## src/rtl/gan_out_collector.sv

```systemverilog
// Output collector for the 8-stage GAN pipeline: tags real samples through a
// latency-matched shift register, buffers 4-word frames and streams them out.
module gan_out_collector #(
    parameter int WIDTH   = 32,
    parameter int LATENCY = 8,
    parameter int DEPTH   = 4,
    parameter int CNT_W   = 16
) (
    input  logic             clk,
    input  logic             rst,
    input  logic             in_start,
    input  logic [WIDTH-1:0] out1,
    input  logic [WIDTH-1:0] out2,
    input  logic [WIDTH-1:0] out3,
    input  logic [WIDTH-1:0] out4,
    output logic [WIDTH-1:0] m_data,
    output logic             m_valid,
    input  logic             m_ready,
    output logic [1:0]       m_idx,
    output logic             m_last,
    input  logic             clr,
    output logic             overflow,
    output logic [CNT_W-1:0] frame_cnt,
    output logic [CNT_W-1:0] drop_cnt
);
    localparam int PW = $clog2(DEPTH);
    localparam int CW = $clog2(DEPTH + 1);
    localparam logic [CW-1:0] FULL_CNT = CW'(DEPTH);
    localparam logic [CW-1:0] TWO_CNT  = CW'(2);

    typedef enum logic {IDLE, SEND} state_t;
    typedef logic [4*WIDTH-1:0] frame_t;

    state_t           state_q;
    logic [LATENCY-1:0] tag_q;
    frame_t           fifo_mem [DEPTH];
    logic [PW-1:0]    wr_ptr_q, rd_ptr_q;
    logic [CW-1:0]    count_q, count_d;
    logic [WIDTH-1:0] m_data_q;
    logic             m_valid_q;
    logic [1:0]       m_idx_q;
    logic             overflow_q;
    logic [CNT_W-1:0] frame_cnt_q, drop_cnt_q;

    logic   cap, pop, full, push, drop;
    frame_t head, next_head;

    // Word 0 (out1) lives in the most significant slice of a frame.
    function automatic logic [WIDTH-1:0] word_of(input frame_t f, input logic [1:0] i);
        return f[(3 - int'(i)) * WIDTH +: WIDTH];
    endfunction

    assign cap       = tag_q[LATENCY-1];
    assign pop       = m_valid_q & m_ready & (m_idx_q == 2'd3);
    assign full      = (count_q == FULL_CNT);
    assign drop      = cap & full & ~pop;
    assign push      = cap & ~drop;
    assign count_d   = count_q + CW'(push) - CW'(pop);
    assign head      = fifo_mem[rd_ptr_q];
    assign next_head = fifo_mem[rd_ptr_q + PW'(1)];

    // NOTE: non-blocking assignments so every stage shifts from its pre-edge value.
    always_ff @(posedge clk or negedge rst) begin
        if (!rst) tag_q <= '0;
        else      tag_q <= {tag_q[LATENCY-2:0], in_start};
    end

    // NOTE: frame storage has no reset; count_q alone decides which entries are live.
    always_ff @(posedge clk) begin
        if (push) fifo_mem[wr_ptr_q] <= {out1, out2, out3, out4};
    end

    always_ff @(posedge clk or negedge rst) begin
        if (!rst) begin
            wr_ptr_q <= '0;
            rd_ptr_q <= '0;
            count_q  <= '0;
        end else begin
            if (push) wr_ptr_q <= wr_ptr_q + PW'(1);
            if (pop)  rd_ptr_q <= rd_ptr_q + PW'(1);
            count_q <= count_d;
        end
    end

    // A frame captured on the same edge as a pop waits in IDLE for one cycle,
    // so the next head is taken from storage only when it was already there.
    always_ff @(posedge clk or negedge rst) begin
        if (!rst) begin
            state_q   <= IDLE;
            m_data_q  <= '0;
            m_valid_q <= 1'b0;
            m_idx_q   <= 2'd0;
        end else begin
            case (state_q)
                IDLE: begin
                    if (count_q != '0) begin
                        state_q   <= SEND;
                        m_valid_q <= 1'b1;
                        m_idx_q   <= 2'd0;
                        m_data_q  <= word_of(head, 2'd0);
                    end
                end
                SEND: begin
                    if (m_ready) begin
                        if (m_idx_q != 2'd3) begin
                            m_idx_q  <= m_idx_q + 2'd1;
                            m_data_q <= word_of(head, m_idx_q + 2'd1);
                        end else if (count_q >= TWO_CNT) begin
                            m_idx_q  <= 2'd0;
                            m_data_q <= word_of(next_head, 2'd0);
                        end else begin
                            state_q   <= IDLE;
                            m_valid_q <= 1'b0;
                            m_idx_q   <= 2'd0;
                        end
                    end
                end
                default: state_q <= IDLE;
            endcase
        end
    end

    // clr wins over any same-cycle drop or completed frame.
    always_ff @(posedge clk or negedge rst) begin
        if (!rst) begin
            overflow_q  <= 1'b0;
            frame_cnt_q <= '0;
            drop_cnt_q  <= '0;
        end else if (clr) begin
            overflow_q  <= 1'b0;
            frame_cnt_q <= '0;
            drop_cnt_q  <= '0;
        end else begin
            if (drop) overflow_q <= 1'b1;
            if (pop)  frame_cnt_q <= frame_cnt_q + CNT_W'(1);
            if (drop && (drop_cnt_q != '1)) drop_cnt_q <= drop_cnt_q + CNT_W'(1);
        end
    end

    assign m_data    = m_data_q;
    assign m_valid   = m_valid_q;
    assign m_idx     = m_idx_q;
    assign m_last    = m_valid_q & (m_idx_q == 2'd3);
    assign overflow  = overflow_q;
    assign frame_cnt = frame_cnt_q;
    assign drop_cnt  = drop_cnt_q;

endmodule

```

## config.mk

```make
export PLATFORM = sky130hd
export DESIGN_NAME = gan_out_collector
export DESIGN_NICKNAME = d
export VERILOG_FILES = /design/src/rtl/gan_out_collector.sv
export SDC_FILE = /design/constraint.sdc
export NUM_CORES = 1
export LEC_CHECK = 0
export CORE_ASPECT_RATIO = 1.4
export CORE_MARGIN = 4
export CORE_UTILIZATION = 60
export CTS_CLUSTER_SIZE = 30
export DETAILED_ROUTE_END_ITERATION = 12
export PLACE_DENSITY = 0.82
export SETUP_SLACK_MARGIN = 0.1
export SLEW_MARGIN = 5
export SYNTH_ARGS = -nofsm -noshare
export SYNTH_HDL_FRONTEND = slang
export SYNTH_SLANG_ARGS = --single-unit
export TNS_END_PERCENT = 30
```

## constraint.sdc

```tcl
create_clock -name clk -period 7.3 [get_ports clk]
set_input_delay 1.095 -clock clk [delete_from_list [all_inputs] [get_ports clk]]
set_output_delay 1.095 -clock clk [all_outputs]
set_load 0.01 [all_outputs]
```

io_fan.png
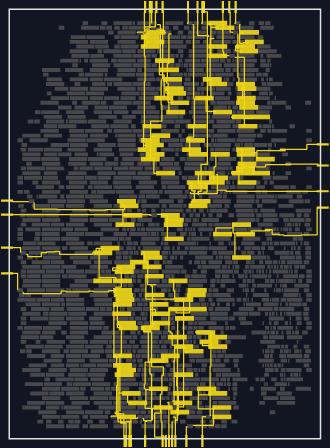
Key: `out1` = yellow [direction input, end cells 128, wire 2810 µm]
I/O Buffers: 201
Top-Level Pins: 202

placement_by_type.png
Fill, decap, tap and diode cells in gray.
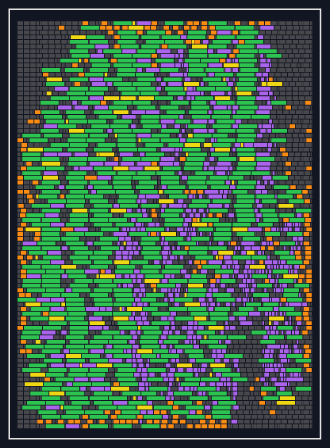
Key: clock drivers and dummy loads = yellow [cells 99, share of their area 6.1%]; remaining buffers and delay cells = orange [cells 222, share of their area 7.8%]; combinational and other logic = purple [cells 699, share of their area 24%]; sequential cells = green [cells 596, share of their area 62%]
Final Cell Area: 28900 µm²
final design utilization: 0.713
flop share of the area: 0.606
Core ar.: 40500 µm²
site row count: 87

layer_met2.png
Cells faint in the background.
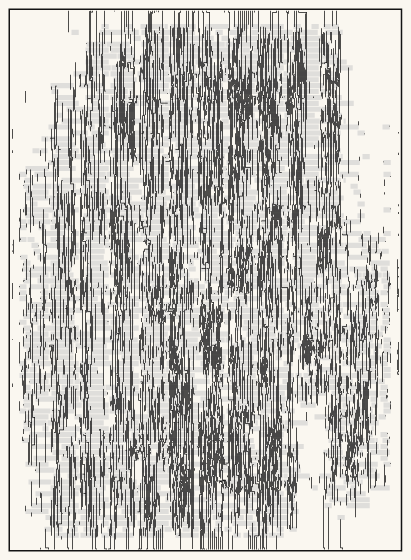
The layer holds 51% of the routed length. 1544 nets have wire on it. The longest straight run is 68.0 µm. The layer carries 28.3 mm of wire. The wires run mostly vertical.
Via Count: 14.0k
post-detailed-routing wire length: 55300 µm
grt met2 use: 0.418

layer_met3.png
Scale bar: 50 µm.
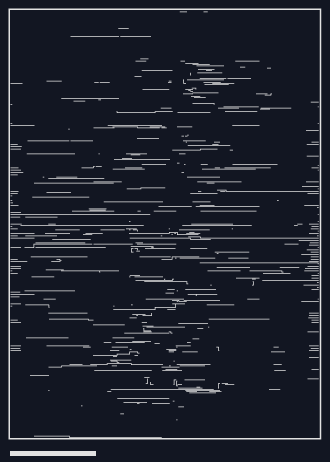
The longest straight run is 80.7 µm. The layer holds 7.9% of the routed length. The layer carries 4350 µm of wire.
GRT met3 Usage: 0.0410

placement.png
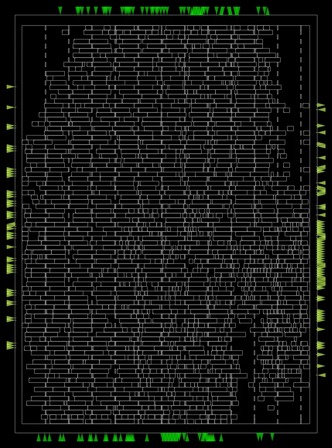
# Taps: 534
Flops: 596
# fillers: 2467
Post-Layout Cell Count: 2154

==> out/metrics.csv <==
metric,value,unit
Avg WL per Cell,25.7,µm
xor/xnor share,0.0113,
relative slew slack,0.254,
pin count of the biggest net entering global routing,143,
Final #Nets,1716,
"top cells, area","edfxtp_1 (62%), mux4_2 (8.8%), dfrtp_1 (8.5%)",
crit path time final,3.97,ns
Critical Path Source Type,primary input,
dominant kind of combinational cell,multiplexers,
sequential power,4860,µW
Int Power,7740,µW
initial antenna violation count,5,
clk slew on worst S/H paths,0.06,ns
Max H-tree Level,2,
R2R setup slack,3.92,ns
Comb power frac,0.336,
number of enable flip-flop cells,512,
"Seq share, synth",0.706,
Main power group,registers,
Yosys top cell by area,edfxtp_1,
"Distinct cells, synth",65,
DRC,0,
most numerous logic cell after layout,edfxtp_1,
reg2reg end,m_data[1],
clk root buf,clkbuf_16,
Adder-Cell Fraction of Synth Area,0.00536,
status,"complete, no violations",
Final Hold Fails,0,
NetSw,3730,µW
Cells after Synth,1388,
Mean Syn Cell Area,17.8,µm²
postcts setup bufs,0,
HP Class,reg -> reg,
yosys warns,0,
CTS Hold Bufs,0,
Clock Skews,0.0251,ns
crit path kind,in -> reg,
mux share,0.141,
Post-Syn Area,24700,µm²
drt first pass iters,5,
Max-Cap Viols,0,
CP arrival,4.19,ns
area growth from synthesis to layout,16.6,%
CTS tree,built,
Overall Global Routing Usage,0.242,
clock sinks,596,
max-slew violations,0,
stage by stage:
stage / hold WS (ns) / area [µm²] / setup slack (ns) / total power (µW) / utilization
floorplan: 0.331 / 24700 / 2.00 / 7620 / -
global placement: 0.336 / 27100 / 2.80 / 8560 / 0.670
global route: 0.341 / 28900 / 3.06 / 12000 / 0.713
detailed placement: 0.336 / 27100 / 2.71 / 8730 / 0.670
CTS: 0.331 / 28900 / 3.30 / 11500 / 0.713
finish: 0.347 / 28900 / 3.33 / 11500 / 0.713
state kept, by name, indices dropped and copies added, names as in the netlist:
signal	cells
count_q	3
drop_cnt	16
fifo_mem	512
frame_cnt	16
m_data	32
m_idx	2
m_valid	1
overflow	1
rd_ptr_q	2
state_q	1
tag_q	8
wr_ptr_q	2
how the worst min path moves through the flow:
stage	from	endpoint	slack [ns]	depth (start not counted)
finish	tag_q[1]	tag_q[2]	0.35	0
global route	rst	m_data[6]	0.34	1
global placement	tag_q[1]	tag_q[2]	0.34	0
floorplan	tag_q[0]	tag_q[1]	0.33	0
CTS	rst	m_data[6]	0.33	1
detailed placement	tag_q[1]	tag_q[2]	0.34	0
layout make-up:
type / count / area, µm² / share of cell area
inverters: 16 / 60.1 / 0.00208
diodes: 4 / 10.0 / 0.000347
multi-input cells: 683 / 6730 / 0.233
clock buffers: 77 / 1480 / 0.0514
clock inverters: 22 / 236 / 0.00819
well taps: 534 / 668 / 0.0231
repair buffers: 222 / 2190 / 0.0759
flip-flops and latches: 596 / 17500 / 0.606
routing by layer:
layer / track usage / wire [µm]
met1: 0.323 / 21300
met5: 0 / 20
met2: 0.418 / 28300
met4: 0.0709 / 1350
met3: 0.0410 / 4350
critical path: stages:
cell	delay [ns]
clkdlybuf4s50_1	0.66
nand3_1	0.32
a21boi_1	0.52
and2_4	0.97
buf_4	0.58
No activity file was given, so power comes from the tool's default toggle rates.
